**Run 1: signal wires on met1**

Supply wires on this layer in grey.
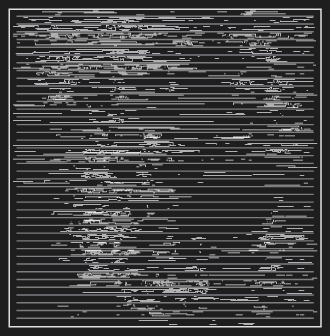
**Run 1: met2 routing**

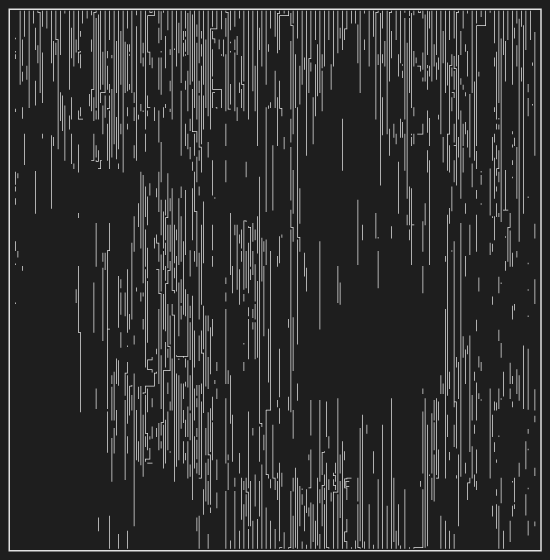
**Run 1: the metal 3 layer**

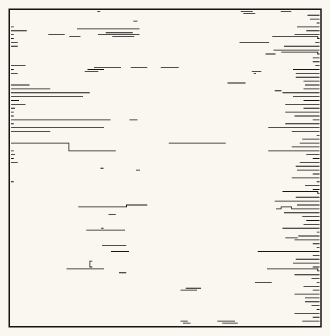
Design rr_mem_port_arbiter_flat, sky130hd; sources not shown.
==> GITHUB_STEP_SUMMARY, run 1 <==
## Synthesis and layout report

| Metric | Value |
|---|---|
| Status | complete, but fails checks |
| Failing checks | setup timing |
| Clk sinks | 24 |
| Crit Path Max Fanout | 6 |
| FF+latch count, synth | 24 |
| Actual slew at the worst max-slew pin | 0.4631 ns |
| WP buf/inv | 4 |
| Final setup violation count | 59 |
| Cell area after layout | 0.005279 mm^2 |
| Mapped Cells | 297 |
| Slew Viols, Final | 0 |
| Fmax | 439.9 MHz |
| Crit path launch type | register |
| Unique cell types | 48 |
| Synth top cell by count | inv_1 |
| Number of inserted diodes | 0 |
| Tool warning count | 33 |
| EDFF count, synth | 0 |
| Leakage | 2.670 nW |
| Drt first pass iters | 6 |
| Endpoints failing hold | 0 |
| Clk pin slew, worst setup/hold paths | 0.06 ns |
| Crit path required time | 1.23 ns |
| Worst r2r path cells | 7 |
| Cells on Worst Hold Path | 1 |
| Slew HR | 69.13% |
| Bufs on Longest Clock Path | 2 |
| Fin crit period | 2.273 ns |
| Yosys chip area | 0.002419 mm^2 |
| Worst skew pair latency | 0.25 ns |
| Worst EP arrival | 1.60 ns |
| R2R setup slack | -0.05 ns |
| Clk root buf | clkbuf_16 |
| Crit path max-delay family | buffers and inverters |
| MaxCap Viol Count | 0 |
| Register share after synthesis | 24.88% |
| FP Core Util | 21.83% |
| Layout Nets | 754 |
| Initial antenna violation count | 1 |
| Area delta synth->final | 118.3% |
| TritonCTS clock tree | done |
| Post-synth top cells | inv_1, a222oi_1, buf_4 |
| Critical path's largest stage delay | 0.41 ns |
| Core Util, Final | 47.66% |
| Routability cong. | 0.9555 |
| CTS buffer count | 3 |
| Top cells by area | dfrtp_1, a222oi_1, inv_1, buf_4, ha_1 |
| Via/cell ratio | 4.930 |
| Area after DPL | 0.005061 mm^2 |
| RSZ-0062 raised after global routing | true |
| Proportion of layout cells with a drive suffix above 1 | 27.78% |
| Asr flop ratio synth | 100.0% |
| Largest type area fraction | 23.80% |
| Post-Syn Nets | 492 |
| Crit. path cell count | 5 |
| Slowest cell on crit path | dfrtp_1 |
| Pin count of the biggest net entering global routing | 14 |
| Wire per inst | 17.63 um |
| Row cnt | 39 |
| Cells in synth_stat.txt | 297 |
| Chip width | 109 um |
| Main flop type | dfrtp_1 |
| Core Box Area | 0.01108 mm^2 |
| Setup Total Neg Slack | -14.59 ns |
| CTS HTree Levels | 1 |
| Hold Slack | 0.3761 ns |
| Peak supply drop | 481.4 uV |
| Setup ws final | -0.3735 ns |
| Post-place setup slack | -0.8171 ns |
| Die Height | 111 um |
| Residual DRC | 0 |
| First-pass GRT wire length | 18080 um |
| Largest area contributor in the netlist | dfrtp_1 |
| Final Cycle Share | 119.7% |
| Port Buffers | 244 |
| Grt ovf | 0 |
| Post-DRT Antenna Nets | 0 |
| Gr usage total | 19.22% |
| Worst Hold Class | reg2reg |
| Total die size | 0.01210 mm^2 |
| Crit-path cells | buf_6 > clkbuf_16 > a222oi_1 > inv_1 > buf_2 |
| P per Cell Area | 1069 mW/mm^2 |
| Worst setup path category | reg2out |
| First DRT Iteration DRCs | 319 |
| Post-Syn Area | 0.002419 mm^2 |
| Ys Warns | 0 |
| Max reg flops | 8 |
| Vias in the first global route | 3465 |
| Post-DP HPWL | 9915 um |
| # IOs | 277 |
| Mean post-synth cell area | 8.143 um^2 |
| CP endpoint kind | output port |
About 'signal wires on met1':
share of all routed wire: 39%
longest straight run: 41.6 um
nets with wire on the layer: 643
wire length on this layer: 4820 um
final wirelength: 12360 um
met1 global-route usage: 22.66%

About 'met2 routing':
longest straight run: 52.0 um
share of all routed wire: 51%
M2 GR Usage: 33.79%
Vias: 3456

About 'the metal 3 layer':
share of all routed wire: 8.6%
nets with wire on the layer: 143
longest straight run: 34.7 um
wire length on this layer: 1060 um
main direction: horizontal
GR Util met3: 4.233%

## run 1: cells by family (layout without fill, tap and decap cells)
family,after synthesis,after routing,share of synthesized area (%)
multiplexers,8,8,4.138
buffers and inverters,116,377,23.12
XOR/XNOR,1,1,0.3622
AND/OR/NAND/NOR,49,49,10.87
flip-flops,24,24,24.88
adder cells (fa/ha/maj),10,10,5.484
AND-OR/OR-AND,89,89,31.14
## run 1: cells in the final DEF, fill, tap and decap left out, drive strengths merged, types with 2 or more instances in the layout
cell | Yosys | routed
nor2 | 10 | 10
buf | 35 | 102
and2 | 3 | 3
nor3 | 4 | 4
a222oi | 50 | 50
o21ai | 7 | 7
nand4 | 3 | 3
a31oi | 3 | 3
clkdlybuf4s15 | 0 | 3
mux2 | 7 | 7
a21oi | 12 | 12
inv | 65 | 65
dlygate4sd2 | 0 | 7
a211oi | 3 | 3
ha | 9 | 9
clkdlybuf4s50 | 0 | 171
o22ai | 2 | 2
clkbuf | 16 | 19
dlymetal6s2s | 0 | 7
dfrtp | 23 | 23
o211ai | 3 | 3
and3 | 4 | 4
nand2 | 14 | 14
## run 1: area by class of cell
class,instances,area (um^2)
plain buffers,51,510.5
fillers,1072,5798
clock buffers,3,75.07
flip-flops and latches,24,601.8
clock inverters,1,3.754
multi-input cells,157,1358
inverters,65,244.0
repair buffers,257,2307
well taps,143,178.9
## run 1: where the power goes
| group | switching [W] | leakage [nW] | internal, W | total (W) |
|---|---|---|---|---|
| combinational | 0.00220 | 2.31 | 0.00227 | 0.00446 |
| clock | 0.000169 | 0.0385 | 0.000281 | 0.000450 |
| sequential | 0.0000937 | 0.318 | 0.000637 | 0.000731 |
| total | 0.00246 | 2.67 | 0.00318 | 0.00564 |
## run 1: stage by stage
stage | total power, W | instances
after floorplan | 0.002870 | 297
after global placement | 0.004988 | 684
after detailed placement | 0.005073 | 685
after CTS | 0.005628 | 701
after global routing | 0.006063 | 701
final | 0.005644 | 701
## run 1: per-layer routing
layer / vias to the layer above / wire [um] / share of wire, % / global-route usage [%]
met2: 184 / 6320 / 51 / 33.79
li1: 1608 / - / - / -
met1: 1650 / 4817 / 39 / 22.66
met3: 14 / 1058 / 8.6 / 4.233
met4: 0 / 159 / 1.3 / 2.821
met5: - / 0 / 0 / -
## run 1: repair_timing
action                     in CTS  in global routing
cloned                          2                  0
hold buffers                    0                  0
setup buffers                  10                  1
pin swaps                      51                 47
setup endpoints to repair      71                 72
gates resized                 296                 24
--- run 2 (diff from run 1) ---
GPL_TIMING_DRIVEN = 1   (was 0)
**Run 2: met2 routing**

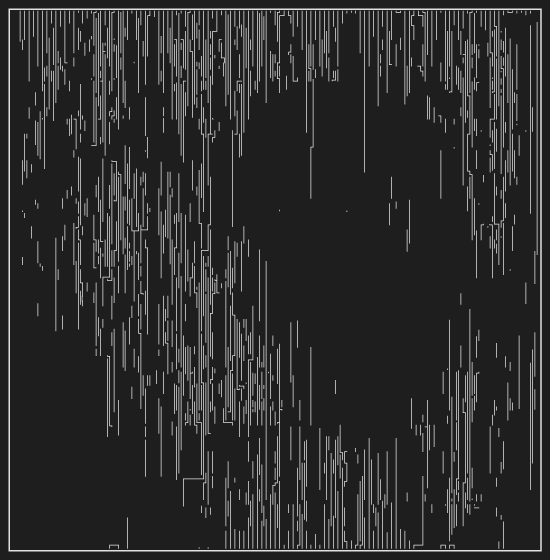
M2 GR Usage: 29.57%
final wirelength: 11220 um
Vias: 3254

**Run 2: the metal 3 layer**

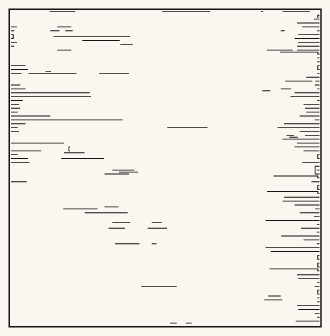
GR Util met3: 4.115%

==> run 2 against run 1 <==
  * The run still ends with setup timing left
  * First-iteration DRC count increased by 43%
  * Sequential share of layout area is 1.9 points higher
  * Worst setup slack better by 0.061 ns
  * Flip-flop count is the same
  * Area after synthesis stayed put
  * Register-to-register slack lost 0.07 ns
  * Sequential power rose by 5.5%
  * Largest power group unchanged
  * Combinational power fell by 8.3%
  * Clock power up 2%
==> GITHUB_STEP_SUMMARY, run 2 <==
## Synthesis and layout report

| Metric | Value |
|---|---|
| Top Layout Cells | dlygate4sd2_1, inv_1, a222oi_1, buf_2, clkdlybuf4s50_1 |
| Tool warning count | 33 (unchanged) |
| Fmax | 452.0 MHz (+2.8%) |
| Port Buffers | 212 (-13%) |
| Top cells by area | dfrtp_1, a222oi_1, inv_1, buf_4, ha_1 |
| Ys Warns | 0 (unchanged) |
| Worst setup path category | reg2out |
| Worst skew pair latency | 0.25 ns (about the same) |
| Fill cell count | 1123 (+4.8%) |
| Leakage | 2.534 nW (-5.1%) |
| Max reg flops | 8 (unchanged) |
| FP Core Util | 21.83% (unchanged) |
| Cells on Worst Hold Path | 1 (unchanged) |
| Asr flop ratio synth | 100.0% (unchanged) |
| Slowest cell on crit path | dfrtp_2 |
| Unique cell types | 48 (unchanged) |
| CTS buffer count | 3 (unchanged) |
| Post-DRT Antenna Nets | 0 (unchanged) |
| First-pass GRT wire length | 17190 um (-4.9%) |
| CP endpoint kind | output port |
| Crit path launch type | register |
| Setup ws final | -0.3126 ns (+0.06090 ns) |
| MaxCap Viol Count | 0 (unchanged) |
| Initial antenna violation count | 5 (+4) |
| Endpoints failing hold | 0 (unchanged) |
| Crit path max-delay family | flip-flops |
| Final Cycle Share | 116.5% (-3.2 points) |
| Mean post-synth cell area | 8.143 um^2 (unchanged) |
| Slew Viols, Final | 0 (unchanged) |
| Core Box Area | 0.01108 mm^2 (unchanged) |
| Main flop type | dfrtp_1 |
| WP buf/inv | 3 (-1) |
| Wire per inst | 17.37 um (-1.5%) |
| Hold Buf Count CTS | 0 (unchanged) |
| Post-place setup slack | -0.7746 ns (+0.04250 ns) |
| First DRT Iteration DRCs | 455 (+43%) |
| Setup Total Neg Slack | -11.54 ns (+3.050 ns) |
| Mapped Cells | 297 (unchanged) |
| Clk sinks | 24 (unchanged) |
| Crit-path cells | buf_12 > a222oi_1 > inv_1 > buf_2 |
| Post-Syn Nets | 492 (unchanged) |
| Row cnt | 39 (unchanged) |
| # IOs | 277 (unchanged) |
| Register share after synthesis | 24.88% (unchanged) |
| Die Height | 111 um (unchanged) |
| Largest type area fraction | 23.80% (unchanged) |
| FF+latch count, synth | 24 (unchanged) |
| Grt ovf | 0 (unchanged) |
| EDFF count, synth | 0 (unchanged) |
| Chip width | 109 um (unchanged) |
| CTS HTree Levels | 1 (unchanged) |
| Cells in synth_stat.txt | 297 (unchanged) |
| Peak supply drop | 656.3 uV (+36%) |
| Fin crit period | 2.213 ns (-0.06090 ns) |
| Clk root buf | clkbuf_16 |
| Failing checks | setup timing |
| Layout Nets | 695 (-7.8%) |
| Status | complete, but fails checks |
| Crit path required time | 1.23 ns (about the same) |
| Critical path's largest stage delay | 0.44 ns (+0.03 ns) |
| Proportion of layout cells with a drive suffix above 1 | 24.85% (-2.9 points) |
| Most instantiated logic cell after routing | dlygate4sd2_1 |
| Area delta synth->final | 89.14% |
| Drt first pass iters | 6 (unchanged) |
| RSZ-0062 raised after global routing | true |
| Post-DP HPWL | 8886 um (-10%) |
| Crit Path Max Fanout | 36 (+30) |
| Gr usage total | 18.07% (-1.1 points) |
| Residual DRC | 0 (unchanged) |
| Final setup violation count | 65 (+10%) |
| Via/cell ratio | 5.037 (+2.2%) |
| Yosys chip area | 0.002419 mm^2 (unchanged) |
| Vias in the first global route | 3368 (-2.8%) |
| Worst Hold Class | reg2reg |
| Largest area contributor in the netlist | dfrtp_1 |
| Synth top cell by count | inv_1 |
| Crit. path cell count | 4 (-1) |
| Worst r2r path cells | 7 (unchanged) |
| Post-synth top cells | inv_1, a222oi_1, buf_4 |
| Post-Syn Area | 0.002419 mm^2 (unchanged) |
| Routability cong. | 0.9130 (-4.4%) |
| Actual slew at the worst max-slew pin | 0.6128 ns (+0.1498 ns) |
| Slew HR | 59.15% (-10 points) |
| Hold Slack | 0.3662 ns (-0.009910 ns) |
| R2R setup slack | -0.12 ns (-0.07 ns) |
| TritonCTS clock tree | done |
| Worst EP arrival | 1.54 ns (-0.06 ns) |
| Clk pin slew, worst setup/hold paths | 0.06 ns (about the same) |
| Pin count of the biggest net entering global routing | 37 (+23) |
| Total die size | 0.01210 mm^2 (unchanged) |
| P per Cell Area | 1164 mW/mm^2 (+8.9%) |
| Bufs on Longest Clock Path | 2 (unchanged) |
run 2: cell families after synthesis:
family	count (synthesis)	share of synthesized area (%)
mux	8	4.138
flops	24	24.88
xor+xnor	1	0.3622
compound gates	89	31.14
buf+inv	116	23.12
fa+ha+maj	10	5.484
simple gates	49	10.87
run 2: power by group:
part	internal, W	switching, W	total (W)
clock	0.000281	0.000177	0.000458
sequential	0.000644	0.000127	0.000771
combinational	0.00200	0.00209	0.00409
total	0.00293	0.00240	0.00532
run 2: cell type report:
type	instances	area, um^2	area share [%]
antenna	4	10.01	0.2188
multi-input combinational	157	1354	29.60
inverter	65	244.0	5.334
timing repair buffer	249	2102	45.95
sequential	24	606.8	13.27
tap	143	178.9	3.911
clock inverter	1	3.754	0.08206
clock buffer	3	75.07	1.641
run 2: routing by layer:
metal | vias up | global-route usage [%] | routed length, um
met1 | 1579 | 22.22 | 4524
met5 | - | - | 0
met2 | 150 | 29.57 | 5589
met3 | 28 | 4.115 | 947
met4 | 0 | 4.872 | 159
li1 | 1497 | - | -
run 2: what timing repair did:
item	4_1_cts	5_1_grt
hold endpoints to repair	0	0
buffers inserted	2	0
pin swaps	51	44
setup endpoints to repair	75	70
resized	355	22
run 2: per-stage QoR:
| stage | util (%) | instances | power (W) | area (um^2) |
|---|---|---|---|---|
| 2_1_floorplan | - | 297 | 0.002870 | 2425 |
| 3_3_place_gp | 42.67 | 636 | 0.005184 | 4727 |
| 3_5_place_dp | 42.67 | 636 | 0.005245 | 4727 |
| 4_1_cts | 40.84 | 642 | 0.005269 | 4524 |
| 5_1_grt | 41.30 | 646 | 0.005719 | 4574 |
| 6_report | 41.30 | 646 | 0.005325 | 4574 |
Power and IR drop assume default switching activity.
